--- src/rtl/network_interface_local_pkg.sv ---
// Shared definitions for the network interface slice: flit field positions,
// field widths, the statistics counter width and a saturating increment.
package network_interface_local_pkg;

  localparam int unsigned DST_LSB     = 0;
  localparam int unsigned SRC_LSB     = 3;
  localparam int unsigned PAYLOAD_LSB = 6;
  localparam int unsigned ADDR_W      = 3;
  localparam int unsigned PAYLOAD_W   = 26;
  localparam int unsigned CNT_W       = 8;
  localparam int unsigned FLIT_W      = PAYLOAD_LSB + PAYLOAD_W;

  // Counter increment that sticks at all-ones.
  function automatic logic [CNT_W-1:0] sat_inc(input logic [CNT_W-1:0] cnt,
                                               input logic             en);
    return (en && (cnt != '1)) ? cnt + CNT_W'(1) : cnt;
  endfunction

endpackage

--- src/rtl/network_interface_local_fifo.sv ---
// ni_sync_fifo: single-clock show-ahead FIFO, power-of-two depth, extra
// pointer bit distinguishes full from empty, asynchronous active-low reset.
// Ports: clk, rst_n, push/wdata (write side), pop/rdata (read side, rdata is
// the head entry), full, empty. Callers must not push when full unless a pop
// happens on the same edge, and must not pop when empty.
module ni_sync_fifo #(
  parameter int unsigned WIDTH = 32,
  parameter int unsigned DEPTH = 4
) (
  input  logic             clk,
  input  logic             rst_n,
  input  logic             push,
  input  logic [WIDTH-1:0] wdata,
  input  logic             pop,
  output logic [WIDTH-1:0] rdata,
  output logic             full,
  output logic             empty
);

  localparam int unsigned AW = $clog2(DEPTH);
  localparam logic [AW:0] PTR_ONE = (AW+1)'(1);

  logic [AW:0]      wr_ptr_q, wr_ptr_d;
  logic [AW:0]      rd_ptr_q, rd_ptr_d;
  logic [WIDTH-1:0] mem_q [DEPTH];
  logic [WIDTH-1:0] mem_d [DEPTH];

  assign empty = (wr_ptr_q == rd_ptr_q);
  assign full  = (wr_ptr_q[AW] != rd_ptr_q[AW]) &&
                 (wr_ptr_q[AW-1:0] == rd_ptr_q[AW-1:0]);
  assign rdata = mem_q[rd_ptr_q[AW-1:0]];

  always_comb begin
    wr_ptr_d = wr_ptr_q;
    rd_ptr_d = rd_ptr_q;
    mem_d    = mem_q;
    if (push) begin
      mem_d[wr_ptr_q[AW-1:0]] = wdata;
      wr_ptr_d = wr_ptr_q + PTR_ONE;
    end
    if (pop) begin
      rd_ptr_d = rd_ptr_q + PTR_ONE;
    end
  end

  // Storage is cleared too so the head output reads zero after reset.
  always_ff @(posedge clk or negedge rst_n) begin
    if (!rst_n) begin
      wr_ptr_q <= '0;
      rd_ptr_q <= '0;
      mem_q    <= '{default: '0};
    end else begin
      wr_ptr_q <= wr_ptr_d;
      rd_ptr_q <= rd_ptr_d;
      mem_q    <= mem_d;
    end
  end

endmodule

--- src/rtl/network_interface_local.sv ---
// network_interface_local: links one processing element to the local port of
// its mesh router. Core sends (tx_valid/tx_ready, tx_dst, tx_payload) become
// single 32-bit flits {payload, NODE_ADDR, dst} queued in a transmit FIFO and
// injected as rtr_data_out/rtr_valid_out whenever rtr_full_in is low. Flits
// from the router (rtr_data_in/rtr_valid_in, no back-pressure) are captured
// into a receive FIFO drained by the core via rx_valid/rx_ready, exposing
// rx_src and rx_payload of the head flit. rx_drop_cnt counts flits lost to a
// full receive FIFO; rx_misroute_cnt counts flits rejected by the destination
// check, which exists only when NI_RX_ADDR_CHECK_EN is defined (otherwise
// every flit is accepted subject to space and the count is tied to zero).
module network_interface_local
  import network_interface_local_pkg::*;
#(
  parameter logic [ADDR_W-1:0] NODE_ADDR = 3'b000,
  parameter int unsigned       TX_DEPTH  = 4,
  parameter int unsigned       RX_DEPTH  = 4
) (
  input  logic                 clk,
  input  logic                 rst_n,
  input  logic                 tx_valid,
  output logic                 tx_ready,
  input  logic [ADDR_W-1:0]    tx_dst,
  input  logic [PAYLOAD_W-1:0] tx_payload,
  output logic [FLIT_W-1:0]    rtr_data_out,
  output logic                 rtr_valid_out,
  input  logic                 rtr_full_in,
  input  logic [FLIT_W-1:0]    rtr_data_in,
  input  logic                 rtr_valid_in,
  output logic                 rx_valid,
  input  logic                 rx_ready,
  output logic [ADDR_W-1:0]    rx_src,
  output logic [PAYLOAD_W-1:0] rx_payload,
  output logic [CNT_W-1:0]     rx_drop_cnt,
  output logic [CNT_W-1:0]     rx_misroute_cnt
);

  logic              tx_full, tx_empty, tx_push, tx_pop;
  logic [FLIT_W-1:0] tx_flit;
  logic              rx_full, rx_empty, rx_push, rx_pop;
  logic [FLIT_W-1:0] rx_head;
  logic              addr_ok, rx_space, rx_drop;
  logic [CNT_W-1:0]  drop_cnt_q, drop_cnt_d;

  // Transmit path
  assign tx_ready      = !tx_full;
  assign tx_push       = tx_valid && !tx_full;
  assign tx_flit       = {tx_payload, NODE_ADDR, tx_dst};
  assign rtr_valid_out = !tx_empty && !rtr_full_in;
  assign tx_pop        = rtr_valid_out;

  ni_sync_fifo #(.WIDTH(FLIT_W), .DEPTH(TX_DEPTH)) u_tx_fifo (
    .clk   (clk),
    .rst_n (rst_n),
    .push  (tx_push),
    .wdata (tx_flit),
    .pop   (tx_pop),
    .rdata (rtr_data_out),
    .full  (tx_full),
    .empty (tx_empty)
  );

  // Receive path
  assign rx_valid   = !rx_empty;
  assign rx_pop     = rx_valid && rx_ready;
  assign rx_src     = rx_head[SRC_LSB +: ADDR_W];
  assign rx_payload = rx_head[PAYLOAD_LSB +: PAYLOAD_W];
  // A full FIFO still has room when its head leaves on the same edge.
  assign rx_space   = !rx_full || rx_pop;

`ifdef NI_RX_ADDR_CHECK_EN
  logic             misroute;
  logic [CNT_W-1:0] misroute_cnt_q, misroute_cnt_d;

  assign addr_ok  = (rtr_data_in[DST_LSB +: ADDR_W] == NODE_ADDR);
  assign misroute = rtr_valid_in && !addr_ok;

  always_comb begin
    misroute_cnt_d = sat_inc(misroute_cnt_q, misroute);
  end

  always_ff @(posedge clk or negedge rst_n) begin
    if (!rst_n) misroute_cnt_q <= '0;
    else        misroute_cnt_q <= misroute_cnt_d;
  end

  assign rx_misroute_cnt = misroute_cnt_q;
`else
  assign addr_ok         = 1'b1;
  assign rx_misroute_cnt = '0;
`endif

  // Misrouted flits never reach the space test, so they are not also drops.
  assign rx_push = rtr_valid_in && addr_ok && rx_space;
  assign rx_drop = rtr_valid_in && addr_ok && !rx_space;

  ni_sync_fifo #(.WIDTH(FLIT_W), .DEPTH(RX_DEPTH)) u_rx_fifo (
    .clk   (clk),
    .rst_n (rst_n),
    .push  (rx_push),
    .wdata (rtr_data_in),
    .pop   (rx_pop),
    .rdata (rx_head),
    .full  (rx_full),
    .empty (rx_empty)
  );

  always_comb begin
    drop_cnt_d = sat_inc(drop_cnt_q, rx_drop);
  end

  always_ff @(posedge clk or negedge rst_n) begin
    if (!rst_n) drop_cnt_q <= '0;
    else        drop_cnt_q <= drop_cnt_d;
  end

  assign rx_drop_cnt = drop_cnt_q;

endmodule

--- config.mk ---
export PLATFORM = sky130hd
export DESIGN_NAME = network_interface_local
export DESIGN_NICKNAME = d
export VERILOG_FILES = /design/src/rtl/network_interface_local_pkg.sv /design/src/rtl/network_interface_local_fifo.sv /design/src/rtl/network_interface_local.sv
export SDC_FILE = /design/constraint.sdc
export NUM_CORES = 1
export LEC_CHECK = 0
export ABC_CLOCK_PERIOD_IN_PS = 2600
export CORE_MARGIN = 10
export CORE_UTILIZATION = 55
export DETAILED_ROUTE_END_ITERATION = 8
export HOLD_SLACK_MARGIN = 0.03
export PLACE_DENSITY_LB_ADDON = 0.25
export SLEW_MARGIN = 40
export SYNTH_ARGS = -nofsm -noshare
export SYNTH_HDL_FRONTEND = slang
export SYNTH_SLANG_ARGS = --single-unit
--- constraint.sdc ---
create_clock -name clk -period 2.6 [get_ports clk]
set_input_delay 0.52 -clock clk [delete_from_list [all_inputs] [get_ports clk]]
set_output_delay 0.52 -clock clk [all_outputs]
set_load 0.03 [all_outputs]
==> run_1/pinout.png <==
Pins as bars across the die edge, other pins in grey.
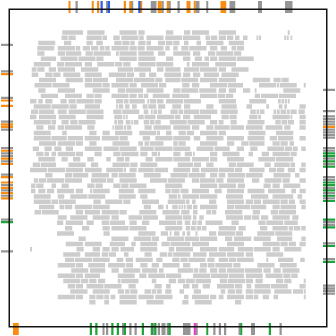
[magenta] tx_valid | pins: 1 | direction: input | edge: bottom
[orange] rtr_data_in | pins: 32 | direction: input | edge: 15 top, 13 left, 3 bottom, 1 right
[blue] rx_src | pins: 3 | direction: output | edge: top
[green] tx_payload | pins: 26 | direction: input | edge: 13 right, 12 bottom, 1 left
all pins by edge: 41 right, 39 top, 38 bottom, 29 left
vertical die dimension: 162 µm
number of buffers inserted by port buffering: 132

==> run_1/clock_nets.png <==
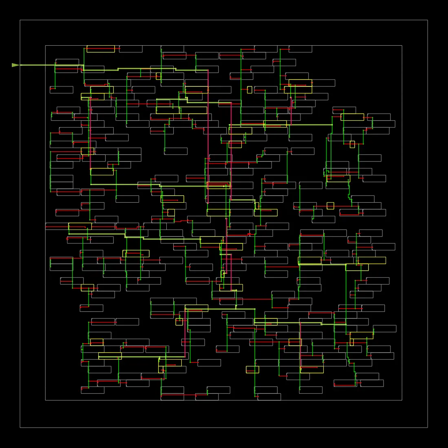
Clock net power: 3.94 mW
number of clock buffers in the layout: 37
Sinks on Clock Net: 252

==> run_1/clock_wires.png <==
Scale bar: 50 µm.
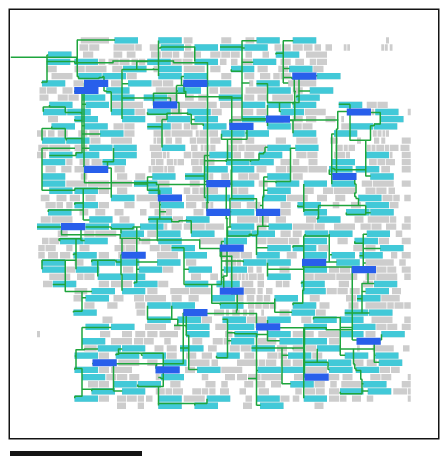
[green] clock wires | length: 2780 µm
[blue] clock-net drivers | count: 26
[cyan] flip-flops | count: 252
routed clock nets: 27
flops lie: all over the die
clk latency late pin: 0.51 ns
share of total power in the clock network: 18.7%

==> deck_impl_summary.md, run 1 <==
Key Metrics from the Run

Final timing
  – Crit path time final: ~2.5 ns
  – Worst slew slack as a fraction of its limit: about three fifths
  – Worst slack on hold paths: ~0.48 ns
  – Maximum clock skew at final layout: ~0.0079 ns
  – Hold Vio Cnt, Final: 0
  – Peak clock frequency supported by timing: around 400 MHz
  – Final Max-Slew Violation Tally: 0
  – Pin slew with the least headroom to its limit: between 0.5 and 0.6 ns

Worst setup path
  – CP Data Arrival Time: approximately 2.0 ns
  – Worst path max stage delay: around 0.57 ns
  – Worst path slowest cell: mux4_2
  – CP endpoint kind: primary output

Drt
  – Iter 0 DRT Violations: between 150 and 200
  – Count of nets left with antenna violations after detail routing: 0
  – Post-DR vias/cell: roughly 5.6
  – Drt pass-1 iters: 4

Floorplanning
  – Area inside the core boundary: roughly 20000 µm²
  – Horizontal die dimension: ~160 µm

Layout
  – Leading cell types in the layout, fill and taps excluded: dfrtp_1 (250), mux2_2 (196), buf_4 (87)
  – Number of nets in the layout: roughly 910
  – Non-filler cells in the finished layout: ~1100
  – Top logic cell by instance count in the layout: dfrtp_1

Global routing
  – First-pass GRT wire length: roughly 40000 µm
  – Overall routing resource usage: between 10% and 20%
  – Initial antenna violation count: 3
  – Largest net degree at the start of global routing: 75

Synthesis
  – Sequential element share of the synthesized area: between 50% and 60%
  – Cells in synth_stat.txt: about 670
  – #FFs+latches synth: 252

Clock tree
  – TritonCTS buffer count: 26
  – Longest Clk Path Bufs: 3
  – TritonCTS clock tree: yes

Status
  – Outcome: complete, no violations

Placed design
  – Routability congestion estimate: approximately 0.75
  – Instance count after placement with tap cells included: ~1100

Job
  – Reported max-cap violation count: 0
-- run 1: sequential cells by signal, indices dropped and copies added, names as in the netlist --
signal	cells
rx_drop_cnt	8
u_rx_fifo.mem_q	116
u_rx_fifo.rd_ptr_q	3
u_rx_fifo.wr_ptr_q	3
u_tx_fifo.mem_q	116
u_tx_fifo.rd_ptr_q	3
u_tx_fifo.wr_ptr_q	3
-- run 1: per-layer routing --
metal	up-vias	GRT usage [%]	part of all wire, %
met1	3334	22.7	41
li1	2767	-	-
met5	-	0	0.038
met3	30	3.92	5.0
met2	127	32.4	52
met4	2	4.38	1.9
-- run 1: timing repair --
| item | 4_1_cts | 5_1_grt |
|---|---|---|
| pin swaps | 0 | 0 |
| hold buffers | 1 | 0 |
| hold endpoints to repair | 69 | 0 |
| setup buffers | 2 | 3 |
| setup endpoints to repair | 23 | 22 |
| resized | 1 | 2 |
-- run 1: kinds of logic (layout without fill, tap and decap cells) --
family	after synthesis	after routing	synth area share [%]
mux	295	295	35.6
flops	252	252	56.5
buf+inv	57	224	3.14
simple gates	32	32	1.46
xor+xnor	20	20	1.57
fa+ha+maj	11	11	1.23
compound gates	5	5	0.482
other cells	1	12	0.0336
-- run 1: path summary, 6_finish.rpt --
check / slack (ns) / cells after the start / endpoint / start
max: 0.13 / 3 / rx_payload[8] / u_rx_fifo.rd_ptr_q[0]$_DFFE_PN0P_
min: 0.48 / 1 / u_tx_fifo.mem_q[120]$_DFFE_PN0P_ / u_tx_fifo.mem_q[120]$_DFFE_PN0P_
max reg2reg: 0.48 / 6 / u_rx_fifo.mem_q[103]$_DFFE_PN0P_ / u_rx_fifo.rd_ptr_q[0]$_DFFE_PN0P_
min reg2reg: 0.48 / 1 / u_tx_fifo.mem_q[120]$_DFFE_PN0P_ / u_tx_fifo.mem_q[120]$_DFFE_PN0P_
max in group asynchronous: 1.22 / 3 / u_rx_fifo.mem_q[4]$_DFFE_PN0P_ / rst_n
min in group asynchronous: 0.55 / 2 / u_tx_fifo.mem_q[38]$_DFFE_PN0P_ / rst_n
-- run 1: critical path: cells and delay by family, from the launching register on --
kind     cells  cell delay (ns)
flops        1             0.44
mux          1             0.57
buf+inv      2             0.43
-- run 1: power by group --
group	total, mW	switching (mW)	internal, mW
combinational	10.1	4.98	5.12
clock	3.94	1.48	2.46
sequential	7.03	1.10	5.93
-- run 1: cell usage after synthesis (all sizes together) --
cell type  count  area share, %
mux4          58             12
nand2         11           0.37
dfrtp        252             56
nor2           1          0.034
nor3b          1          0.067
buf           45            2.7
ha            11            1.2
nand3b         1          0.067
and2           4           0.22
a31oi          2           0.25
o21ai          2          0.090
a41oi          1           0.15
mux2         237             24
xor2           9           0.71
nor3           5           0.22
nand4          2           0.11
nand3          5           0.22
inv            8           0.27
nor2b          1          0.056
clkbuf         4           0.13
conb           1          0.034
xnor2         11           0.86
nor4b          1          0.078
-- run 1: layout make-up --
cell class                      instances  share of cell area (%)
Antenna cell                            1                  0.0182
Clock buffer                           37                    5.64
Clock inverter                         11                    1.19
Inverter                                8                   0.219
Multi-Input combinational cell        374                    33.2
Sequential cell                       252                    46.0
Tap cell                              270                    2.46
Timing Repair Buffer                  168                    11.3
==> run_1/layers.png <==
Scale bar: 50 µm.
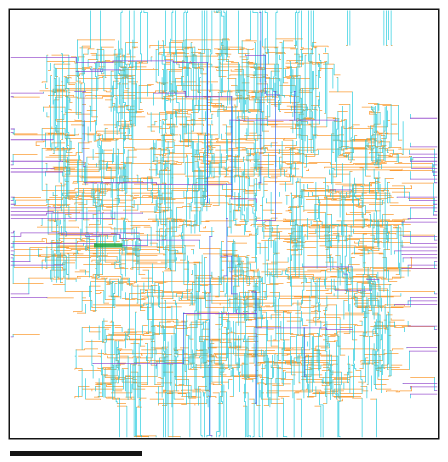

==> run 1 -> run 2 <==
- ABC_CLOCK_PERIOD_IN_PS: 2600 -> 2500
- clock period: 2.6 -> 2.5 ns (I/O delays scaled with it)
==> run_2/layers.png <==
Scale bar: 50 µm.
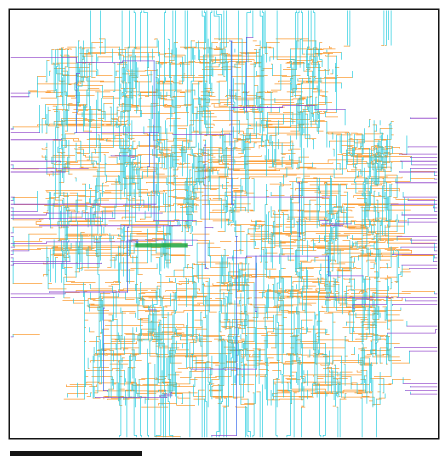
[blue] M4 | wire length: 414 µm
[green] M5 | wire length: 18.4 µm
[purple] M3 | wire length: 1400 µm
[cyan] M2 | wire length: 12000 µm
[orange] M1 | wire length: 9680 µm
detailed-route wire length: 23600 µm
total via count after detailed routing: 6262
routed wire length per instance: 21.1 µm

==> run 2 against run 1 <==
  * First-iteration DRC count up 21%
  * Critical path depth stayed put
  * Flip-flop count stayed put
  * Global-route usage decreased by 0.56 points
  * Clock-buffer cell count grew 3
==> deck_impl_summary.md, run 2 <==
Key Metrics from the Run

Synthesis
  – Main flop type after synthesis: dfrtp_1
  – Largest cells by area after synthesis: dfrtp_1 (56%), mux2_2 (20%), mux4_2 (12%)
  – Share of flip-flops with an asynchronous set or reset: 100%
  – Sequential element share of the synthesized area: 56.5%
  – Top post-synthesis cells by count: dfrtp_1 (252), mux2_2 (196), mux4_2 (58)
  – Synth top area share: 56.5%
  – #FFs+latches synth: about 250

Drt
  – Count of nets left with antenna violations after detail routing: 0
  – Iter 0 DRT Violations: 222
  – Drt pass-1 iters: 4
  – Post-DR vias/cell: about 5.6

Worst setup path
  – Worst path max stage delay: around 0.54 ns
  – CP delay by family, top: multiplexers
  – Worst setup slack for register-to-register paths: ~0.46 ns
  – CP Data Arrival Time: ~1.9 ns
  – WP depth: 3
  – CP endpoint kind: primary output
  – Critical R2R Launch: u_rx_fifo.rd_ptr_q[1]$_DFFE_PN0P_

Clock tree
  – Clk latency late pin: slightly above 0.5 ns
  – Sinks on Clock Net: roughly 250
  – Longest Clk Path Bufs: 3
  – TritonCTS clock tree: yes

Final timing
  – Peak clock frequency supported by timing: about 410 MHz
  – Final Max-Slew Violation Tally: 0
  – Worst slew slack as a fraction of its limit: between 50 and 60%
  – Hold Vio Cnt, Final: 0
  – Crit path time final: about 2.4 ns

Placed design
  – Number of buffers inserted by port buffering: about 130
  – Routability congestion estimate: 0.725

Global routing
  – Largest net degree at the start of global routing: ~94
  – Initial antenna violation count: 1
  – Overall routing resource usage: 17.9%

Min path
  – Min-delay src: u_rx_fifo.mem_q[57]$_DFFE_PN0P_
  – Hold endpoint: u_rx_fifo.mem_q[57]$_DFFE_PN0P_

Floorplanning
  – Area inside the core boundary: approximately 20000 µm²
  – Vertical die dimension: 162 µm

Job
  – Reported max-cap violation count: 0

Status
  – Outcome: complete, no violations

Layout
  – Antenna diode instance count: 0
  – Leading cell types in the layout, fill and taps excluded: dfrtp_1 (250), mux2_2 (196), buf_4 (77)
  – Number of nets in the layout: between 900 and 1000
==> run_2/clock_nets.png <==
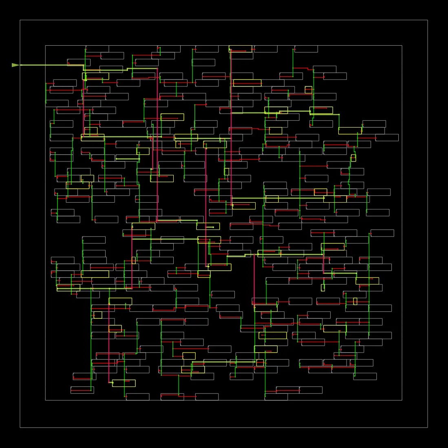
maximum clock skew at final layout: 0.00947 ns
TritonCTS buffer count: 27
number of clock buffers in the layout: 40
Clock net power: 4.12 mW
flop count: 252

==> run 2: worst max-delay path by stage <==
stage                                 startpoint                         endpoint  slack [ns]
5_1_grt        u_rx_fifo.rd_ptr_q[0]$_DFFE_PN0P_                    rx_payload[8]        0.03
2_1_floorplan  u_tx_fifo.rd_ptr_q[0]$_DFFE_PN0P_                  rtr_data_out[0]        0.58
4_1_cts        u_rx_fifo.rd_ptr_q[0]$_DFFE_PN0P_                    rx_payload[8]        0.01
6_report       u_tx_fifo.rd_ptr_q[0]$_DFFE_PN0P_                 rtr_data_out[30]        0.08
3_5_place_dp                            rx_ready       rx_drop_cnt[7]$_DFFE_PN0P_        0.22
3_3_place_gp                            tx_valid  u_tx_fifo.mem_q[26]$_DFFE_PN0P_        0.26
==> run 2: area by class of cell <==
type,count,share of cell area (%)
Tap cell,270,2.45
Clock inverter,9,0.935
Clock buffer,40,5.91
Inverter,8,0.218
Timing Repair Buffer,164,11.7
Sequential cell,252,45.8
Multi-Input combinational cell,374,33.0
==> run 2: power breakdown <==
group	switching, mW	internal [mW]	total, mW
registers	1.13	6.17	7.29
clock network	1.56	2.56	4.12
logic	5.15	5.39	10.5
==> run 2: what timing repair did <==
action	CTS	global route
resized	1	1
gates cloned	0	1
endpoints found under the hold margin	3	0
endpoints found under the setup margin	23	3
hold buffers	1	0
buffers inserted	1	0
==> run 2: worst reg2reg max path: cells and delay by family, from the launching register on <==
family / cells / cell delay (ns)
AND/OR/NAND/NOR: 1 / 0.18
XOR/XNOR: 1 / 0.31
AND-OR/OR-AND: 1 / 0.28
buffers and inverters: 1 / 0.31
flip-flops: 1 / 0.46
multiplexers: 1 / 0.39
==> run 2: kinds of logic after synthesis <==
logic type / Yosys count / share of synthesized area [%]
DFF: 252 / 56.5
AOI/OAI and AO/OA: 5 / 0.482
buffers and inverters: 57 / 3.14
other: 1 / 0.0336
and+or+nand+nor: 32 / 1.46
xor gates and xnor gates: 20 / 1.57
adders and majority gates: 11 / 1.23
muxes: 295 / 35.6
==> run 2: layer usage <==
metal | routed length, µm | share of wire [%] | up-vias | track usage (%)
li1 | - | - | 2756 | -
met4 | 414 | 1.8 | 2 | 4.71
met2 | 12000 | 51 | 135 | 30.9
met3 | 1400 | 5.9 | 31 | 4.17
met5 | 18 | 0.076 | - | 0
met1 | 9680 | 41 | 3338 | 22.1
==> run 2: through the flow <==
stage | cell area (µm²) | instances | hold WS (ns)
finish | 13800 | 1117 | 0.486
detailed placement | 12800 | 1065 | 0.474
floorplan | 11200 | 683 | 0.204
global placement | 12800 | 1065 | 0.463
CTS | 13800 | 1116 | 0.487
global route | 13800 | 1117 | 0.496
==> run_2/ff_map.png <==
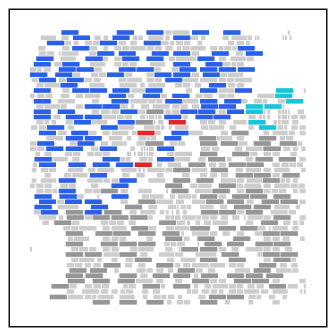

==> run 2 -> run 3 <==
- CORE_MARGIN: 10 -> 2
- MAX_ROUTING_LAYER: unset -> met4
==> run_3/ff_map.png <==
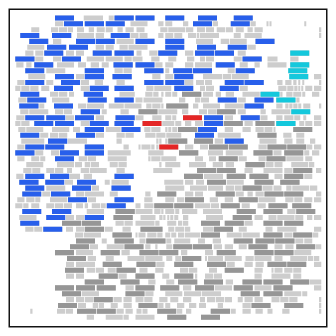
[cyan] rx_drop_cnt | sequential cells: 8 | where: upper right
[red] u_rx_fifo.wr_ptr_q | sequential cells: 3
[blue] u_rx_fifo.mem_q | sequential cells: 116
Sequential Power: 7.30 mW
proportion of cell area occupied by registers: 46.0%
post-layout util: 68.3%

==> run 3 against run 2 <==
  * Synthesized area stayed put
  * Clock-buffer cell count stayed put
  * First-iteration DRC count is 3.6% lower
  * Critical path depth stayed put
  * Sequential share of layout area is 0.19 points higher
  * Clock skew is 0.0029 ns lower
  * Clock power is 2% lower
  * Core utilization is 0.26 points lower
  * Largest cell class unchanged
  * Largest power group unchanged
==> deck_impl_summary.md, run 3 <==
Key Metrics from the Run

Status
  – Outcome: complete, no violations

Clock tree
  – Clk latency late pin: just over 0.5 ns
  – TritonCTS clock tree: yes
  – TritonCTS buffer count: 26
  – Sinks on Clock Net: around 250

Drt
  – Iter 0 DRT Violations: roughly 210
  – Drt pass-1 iters: 4
  – Post-DR vias/cell: between 5 and 6
  – Count of nets left with antenna violations after detail routing: 0
  – Detailed-route wire length: around 23000 µm
  – Total via count after detailed routing: 6264
  – Routed wire length per instance: ~20 µm

Synthesis
  – Mux area share: between 30% and 40%
  – Synthesized-area fraction occupied by and/or/nand/nor cells: between 1 and 1.5%
  – Cell taking the most area after synthesis: dfrtp_1
  – Synthesized-area fraction occupied by xor and xnor cells: 1.57%
  – Cells in synth_stat.txt: 673
  – Cell with the most instances after synthesis: dfrtp_1
  – Main flop type after synthesis: dfrtp_1

Final timing
  – Worst slew slack as a fraction of its limit: between 60% and 70%
  – Maximum clock skew at final layout: about 0.0065 ns

Worst setup path
  – CP endpoint kind: primary output
  – CP Data Arrival Time: 1.94 ns

Placed design
  – Number of buffers inserted by port buffering: about 130
  – Routability congestion estimate: around 0.74
  – Instance count after placement with tap cells included: 1062

Global routing
  – First-pass GRT wire length: around 37000 µm
  – Largest net degree at the start of global routing: roughly 59

Job
  – Reported max-cap violation count: 0

Layout
  – Number of nets in the layout: 903
==> run_3/pinout.png <==
Pins as bars across the die edge, other pins in grey.
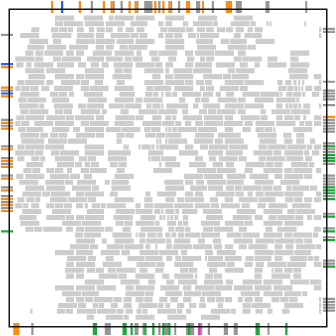
[green] tx_payload | pins: 26 | direction: input | edge: 13 bottom, 12 right, 1 left
[blue] rx_src | pins: 3 | direction: output | edge: 2 left, 1 top
[orange] rtr_data_in | pins: 32 | direction: input | edge: 15 top, 13 left, 3 bottom, 1 right
[magenta] tx_valid | pins: 1 | direction: input | edge: bottom
vertical die dimension: 146 µm
horizontal die dimension: 146 µm

==> run 3: cell counts after synthesis <==
Identical to the previous run, type by type.
==> run 3: logic make-up (layout without fill, tap and decap cells) <==
logic type	Yosys count	in the layout
and+or+nand+nor	32	32
AOI/OAI and AO/OA	5	5
other	1	12
adders and majority gates	11	11
xor gates and xnor gates	20	20
DFF	252	252
buffers and inverters	57	215
muxes	295	295
==> run 3: layout make-up <==
| class | instances | area share (%) |
|---|---|---|
| inverters | 8 | 0.219 |
| diodes | 1 | 0.0182 |
| flip-flops and latches | 252 | 46.0 |
| multi-input cells | 374 | 33.1 |
| repair buffers | 163 | 11.6 |
| well taps | 270 | 2.46 |
| clock inverters | 4 | 0.692 |
| clock buffers | 40 | 5.86 |
==> run 3: what timing repair did <==
| item | 4_1_cts | 5_1_grt |
|---|---|---|
| hold buffers | 1 | 0 |
| setup buffers | 4 | 0 |
| endpoints found under the setup margin | 44 | 0 |
| resized | 3 | 0 |
| hold endpoints to repair | 52 | 0 |
==> run 3: path summary, 6_finish.rpt <==
check	depth (start not counted)	slack (ns)	from	endpoint
worst min register to register	1	0.49	u_tx_fifo.mem_q[66]$_DFFE_PN0P_	u_tx_fifo.mem_q[66]$_DFFE_PN0P_
min in group asynchronous	2	0.51	rst_n	u_tx_fifo.mem_q[75]$_DFFE_PN0P_
worst min-delay path	1	0.49	u_tx_fifo.mem_q[66]$_DFFE_PN0P_	u_tx_fifo.mem_q[66]$_DFFE_PN0P_
max in group asynchronous	3	1.24	rst_n	u_rx_fifo.mem_q[39]$_DFFE_PN0P_
worst max-delay path	3	0.06	u_tx_fifo.rd_ptr_q[0]$_DFFE_PN0P_	rtr_data_out[17]
worst max register to register	4	0.45	u_rx_fifo.rd_ptr_q[0]$_DFFE_PN0P_	rx_drop_cnt[7]$_DFFE_PN0P_
==> run 3: worst max-delay path, cell delays in order, from the launching register on <==
cell and delay (ns):
dfrtp_4 0.47, buf_12 0.19, mux4_2 0.56, buf_4 0.19
==> run 3: routing by layer <==
metal | part of all wire (%) | global-route usage [%]
met5 | 0 | -
met4 | 2.4 | 6.07
met3 | 4.9 | 4.47
met2 | 52 | 38.7
met1 | 41 | 27.9
==> run 3: report_power, final <==
group	total [mW]	leakage (nW)	switching (mW)	internal, mW
registers	7.30	3.00	1.13	6.17
clock network	4.02	0.442	1.52	2.50
logic	10.4	2.42	5.10	5.32
total	21.7	5.86	7.75	14.0
==> run 3: metrics by stage <==
| stage | hold slack [ns] | util [%] | total power [mW] | cell area, µm² |
|---|---|---|---|---|
| finish | 0.486 | 68.3 | 21.7 | 13700 |
| global route | 0.501 | 68.3 | 22.9 | 13700 |
| CTS | 0.488 | 68.3 | 21.9 | 13700 |
| detailed placement | 0.464 | 63.6 | 17.8 | 12800 |
| global placement | 0.459 | 63.6 | 17.2 | 12800 |
| floorplan | 0.204 | - | 14.4 | 11200 |
No activity file was given, so power comes from the tool's default toggle rates.
